===== src/rtl/load_store_unit_if.sv =====
// Request/response handshake and RAM port bundle for load_store_unit.
// Handshake: start is taken only while busy=0; done pulses once per accepted request with err valid alongside it.
interface load_store_unit_if #(
  parameter int ADDR_WIDTH = 16
);
  logic                    start;
  logic                    is_store;
  logic [2:0]              funct3;
  logic [ADDR_WIDTH+1:0]   addr;
  logic [31:0]             store_data;
  logic                    busy;
  logic                    done;
  logic                    err;
  logic [31:0]             load_data;
  logic [ADDR_WIDTH-1:0]   ram_address;
  logic [31:0]             ram_data_in;
  logic                    ram_write;
  logic                    ram_read;
  logic [31:0]             ram_data_out;
  logic [2:0]              fsm_state;

  modport master (
    output start, is_store, funct3, addr, store_data, ram_data_out,
    input  busy, done, err, load_data, ram_address, ram_data_in,
           ram_write, ram_read, fsm_state
  );

  modport slave (
    input  start, is_store, funct3, addr, store_data, ram_data_out,
    output busy, done, err, load_data, ram_address, ram_data_in,
           ram_write, ram_read, fsm_state
  );
endinterface


===== src/rtl/load_store_unit.sv =====
// RV32I-style byte/half/word load-store unit for a single-port word RAM.
// Sub-word stores are done as read-modify-write; the FSM state is exported on bus.fsm_state.
module load_store_unit #(
  parameter int ADDR_WIDTH = 16,
  parameter int DATA_WIDTH = 32
) (
  input logic              clk,
  input logic              rst_n,
  load_store_unit_if.slave bus
);

  if (DATA_WIDTH != 32) begin : g_bad_width
    $error("load_store_unit: DATA_WIDTH must be 32");
  end

  typedef enum logic [2:0] {IDLE, RD, CAP, WR, RESP} state_t;

  state_t                state, state_next;
  logic                  op_store;
  logic [2:0]            op_f3;
  logic [ADDR_WIDTH+1:0] op_addr;
  logic [15:0]           op_data;
  logic                  op_err;
  logic [31:0]           load_q;
  logic [31:0]           wdata_q;

  logic        accept, legal_f3, misaligned, req_err, req_sw;
  logic [7:0]  byte_sel;
  logic [15:0] half_sel;
  logic [31:0] formatted, merged;

  assign accept   = bus.start && (state == IDLE);
  assign legal_f3 = bus.is_store ? (bus.funct3 inside {3'b000, 3'b001, 3'b010})
                                 : (bus.funct3 inside {3'b000, 3'b001, 3'b010, 3'b100, 3'b101});
  assign misaligned = ((bus.funct3[1:0] == 2'b01) && bus.addr[0]) ||
                      ((bus.funct3[1:0] == 2'b10) && (bus.addr[1:0] != 2'b00));
  assign req_err  = !legal_f3 || misaligned;
  // Full-word stores need no read, so they skip straight to WR.
  assign req_sw   = bus.is_store && (bus.funct3 == 3'b010);

  always_ff @(posedge clk) begin
    if (!rst_n) state <= IDLE;
    else        state <= state_next;
  end

  always_comb begin
    state_next = state;
    case (state)
      IDLE: if (accept) begin
        if (req_err)     state_next = RESP;
        else if (req_sw) state_next = WR;
        else             state_next = RD;
      end
      RD:      state_next = CAP;
      CAP:     state_next = op_store ? WR : RESP;
      WR:      state_next = RESP;
      RESP:    state_next = IDLE;
      default: state_next = IDLE;
    endcase
  end

  always_comb begin
    case (op_addr[1:0])
      2'd0:    byte_sel = bus.ram_data_out[7:0];
      2'd1:    byte_sel = bus.ram_data_out[15:8];
      2'd2:    byte_sel = bus.ram_data_out[23:16];
      default: byte_sel = bus.ram_data_out[31:24];
    endcase
    half_sel = op_addr[1] ? bus.ram_data_out[31:16] : bus.ram_data_out[15:0];
    // funct3[2] marks the unsigned variants.
    case (op_f3[1:0])
      2'b00:   formatted = {{24{byte_sel[7] & ~op_f3[2]}}, byte_sel};
      2'b01:   formatted = {{16{half_sel[15] & ~op_f3[2]}}, half_sel};
      default: formatted = bus.ram_data_out;
    endcase
    merged = bus.ram_data_out;
    if (op_f3[1:0] == 2'b00) merged[{op_addr[1:0], 3'b000} +: 8]  = op_data[7:0];
    else                     merged[{op_addr[1], 4'b0000} +: 16] = op_data;
  end

  always_ff @(posedge clk) begin
    if (!rst_n) begin
      op_store <= 1'b0;
      op_f3    <= '0;
      op_addr  <= '0;
      op_data  <= '0;
      op_err   <= 1'b0;
      load_q   <= '0;
      wdata_q  <= '0;
    end else begin
      if (accept) begin
        op_store <= bus.is_store;
        op_f3    <= bus.funct3;
        op_addr  <= bus.addr;
        op_data  <= bus.store_data[15:0];
        op_err   <= req_err;
        if (req_sw && !req_err) wdata_q <= bus.store_data;
      end
      if (state == CAP) begin
        if (op_store) wdata_q <= merged;
        else          load_q  <= formatted;
      end
    end
  end

  assign bus.busy        = (state != IDLE);
  assign bus.done        = (state == RESP);
  assign bus.err         = (state == RESP) && op_err;
  assign bus.ram_read    = (state == RD);
  assign bus.ram_write   = (state == WR);
  assign bus.ram_address = op_addr[ADDR_WIDTH+1:2];
  assign bus.ram_data_in = wdata_q;
  assign bus.load_data   = load_q;
  assign bus.fsm_state   = state;

endmodule


===== src/flat_wrapper.sv =====
// flat-port wrapper written by rule: the top's interface ports become plain ports
module load_store_unit_flat 
#(
  parameter int ADDR_WIDTH = 16,
  parameter int DATA_WIDTH = 32
)
  (clk, rst_n, bus_start, bus_is_store, bus_funct3, bus_addr, bus_store_data, bus_ram_data_out, bus_busy, bus_done, bus_err, bus_load_data, bus_ram_address, bus_ram_data_in, bus_ram_write, bus_ram_read, bus_fsm_state);
  load_store_unit_if #(.ADDR_WIDTH(ADDR_WIDTH)) bus_i ();
  input logic clk;
  input logic rst_n;
  input wire logic [$bits(bus_i.start)-1:0] bus_start;
  input wire logic [$bits(bus_i.is_store)-1:0] bus_is_store;
  input wire logic [$bits(bus_i.funct3)-1:0] bus_funct3;
  input wire logic [$bits(bus_i.addr)-1:0] bus_addr;
  input wire logic [$bits(bus_i.store_data)-1:0] bus_store_data;
  input wire logic [$bits(bus_i.ram_data_out)-1:0] bus_ram_data_out;
  output wire logic [$bits(bus_i.busy)-1:0] bus_busy;
  output wire logic [$bits(bus_i.done)-1:0] bus_done;
  output wire logic [$bits(bus_i.err)-1:0] bus_err;
  output wire logic [$bits(bus_i.load_data)-1:0] bus_load_data;
  output wire logic [$bits(bus_i.ram_address)-1:0] bus_ram_address;
  output wire logic [$bits(bus_i.ram_data_in)-1:0] bus_ram_data_in;
  output wire logic [$bits(bus_i.ram_write)-1:0] bus_ram_write;
  output wire logic [$bits(bus_i.ram_read)-1:0] bus_ram_read;
  output wire logic [$bits(bus_i.fsm_state)-1:0] bus_fsm_state;
  assign bus_i.start = bus_start;
  assign bus_i.is_store = bus_is_store;
  assign bus_i.funct3 = bus_funct3;
  assign bus_i.addr = bus_addr;
  assign bus_i.store_data = bus_store_data;
  assign bus_i.ram_data_out = bus_ram_data_out;
  assign bus_busy = bus_i.busy;
  assign bus_done = bus_i.done;
  assign bus_err = bus_i.err;
  assign bus_load_data = bus_i.load_data;
  assign bus_ram_address = bus_i.ram_address;
  assign bus_ram_data_in = bus_i.ram_data_in;
  assign bus_ram_write = bus_i.ram_write;
  assign bus_ram_read = bus_i.ram_read;
  assign bus_fsm_state = bus_i.fsm_state;
  load_store_unit #(.ADDR_WIDTH(ADDR_WIDTH), .DATA_WIDTH(DATA_WIDTH)) u_core (.clk(clk), .rst_n(rst_n), .bus(bus_i));
endmodule

===== config.mk =====
export PLATFORM = sky130hd
export DESIGN_NAME = load_store_unit_flat
export DESIGN_NICKNAME = d
export VERILOG_FILES = /design/src/rtl/load_store_unit_if.sv /design/src/rtl/load_store_unit.sv /design/src/flat_wrapper.sv
export SDC_FILE = /design/constraint.sdc
export NUM_CORES = 1
export LEC_CHECK = 0
export CAP_MARGIN = 15
export CORE_ASPECT_RATIO = 1.2
export CORE_MARGIN = 1.5
export CORE_UTILIZATION = 45
export CTS_CLUSTER_DIAMETER = 120
export DETAILED_ROUTE_END_ITERATION = 7
export PLACE_DENSITY = 0.83
export SKIP_CTS_REPAIR_TIMING = 1
export SKIP_LAST_GASP = 1
export SLEW_MARGIN = 20
export SYNTH_ARGS = -nofsm -noshare
export SYNTH_HDL_FRONTEND = slang
export SYNTH_SLANG_ARGS = --single-unit

===== constraint.sdc =====
create_clock -name clk -period 4.5 [get_ports clk]
set_input_delay 0.9 -clock clk [delete_from_list [all_inputs] [get_ports clk]]
set_output_delay 0.9 -clock clk [all_outputs]
set_load 0.01 [all_outputs]

### Where the registers sit

Other sequential cells in the stronger gray, the rest of the logic in the fainter gray.
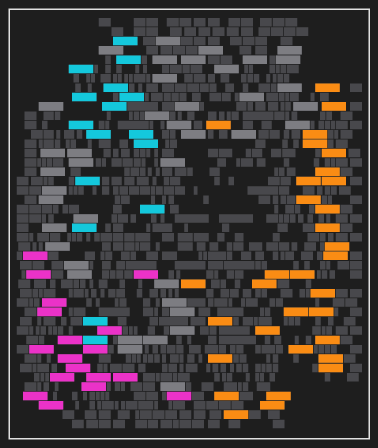
Magenta stands for u_core.op_addr, flops 18, where south-west. Cyan stands for u_core.op_data, flops 16. Orange stands for u_core.bus.load_data, flops 32.
sequential cell area share: 28.2%
Register Area: 2120 sq um
final core occ: 62.4%
Power Sequential: 0.00102 W

### Signal wires on met2

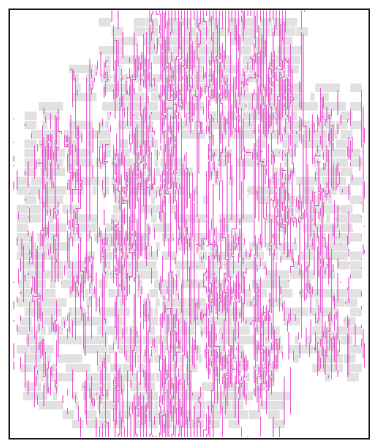
800 nets have wire on it. The longest straight run is 56.8 um.
Vias: 6037
GRT met2 Usage: 45.9%

### Met1 routing

Supply wires on this layer in gray.
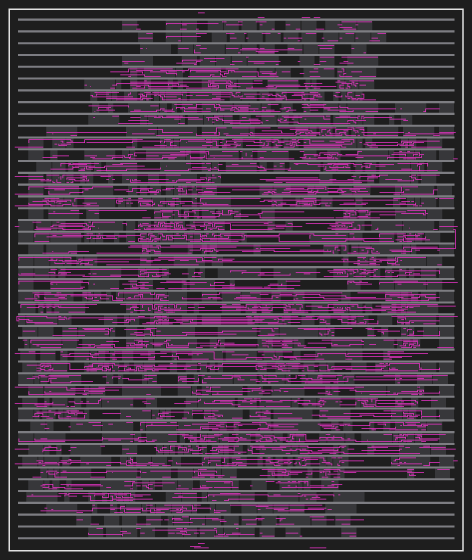
The layer carries 7890 um of wire. The layer holds 41% of the routed length.
WL final: 19300 um
met1 usage: 36.4%

==> notes.md <==
impl run done, here's what came out: Multi-input gate area=between 2000 and 3000 sq um, Num CTS Buffers=9, cell depth of the worst setup path=5, CTS root buffer=clkbuf_16, Comb power frac=about a fifth, nets=about 900, CP startpoint=bus_funct3[2], hold_sp=u_core.op_err$_SDFFE_PN0P_, post-synthesis average cell area=about 7.9 sq um, Post-synth top cells=nand2_1 (116), dfxtp_1 (106), a21oi_1 (79), Power Combinational=0.000492 W, critical path arrival=between 3 and 4 ns, Main power group=registers, max capacitance violation total=0, PwrDens=approximately 300 nW/um^2, hold_ws=0.454 ns, met3 GRT Util=4.50%, met3 wire length=around 1500 um, DR WL met2=between 9000 and 10000 um, Fin. Hold Viols=0, Period Utilization, post-route=65.6%, crit path kind=input pin to register, final slew viol count=0, worst clock skew=between 0.005 and 0.006 ns, Combinational Gates=roughly 500, Placer Congestion=~0.9, # clk buffers=10, Floorplan Utilization=between 40% and 50%, # DRC=0, Yosys top cell by instances=nand2_1, Max VDD drop=roughly 0.00025 V, Hold WC Path Type=register to register, DR top layer=met4, power share of the sequential group=roughly 44%, Hold Path Stages=2, GRT busiest layer=met2, Top cell area share=between 30% and 40%, Final Total Pwr=about 0.0023 W, post-synth cell types=around 55, sequential cell count=between 100 and 150, setup violators final=0, dominant class by area=multi-input combinational cells, layout cell share with drive strength beyond 1=under 10%, Adder Area Share=1.35%, GRT Total Usage=roughly 29%, fmax=339 MHz, CP max stage cell=and4_1, Final HPWL DP=roughly 14000 um, n_diodes=0, Lkg Pwr=~2.7 nW, TritonRoute pass-1 iters=5, Rows=44, Non-Clock Buffer Area Fraction=about a quarter, status=completed, Gate Count Post-Synth=698, Post-synth top flop=dfxtp_1, max_slew headroom=37.0%, die area=approximately 13000 sq um, routed length on met1=around 8000 um, DIE HEIGHT=around 120 um, DP Area=around 7200 sq um, Crit path largest cell delay=between 0.8 and 0.9 ns, DR vias/cell=6.12, post-DR wirelength/cell=19.6 um, WP data required=between 4 and 5 ns, Clk. pwr=between 0.0007 and 0.0008 W, yosys aoi share=between 20 and 30%, Final TNS setup=0 ns, core region area=between 10000 and 15000 sq um, Setup WS pre-CTS=around 1.2 ns, clock sink total=around 110, Insertion Delay late pin=roughly 0.34 ns, most frequent cells in the layout=clkdlybuf4s50_1 (176), nand2_1 (116), dfxtp_1 (106)
Power is estimated from default activity; no workload was simulated.
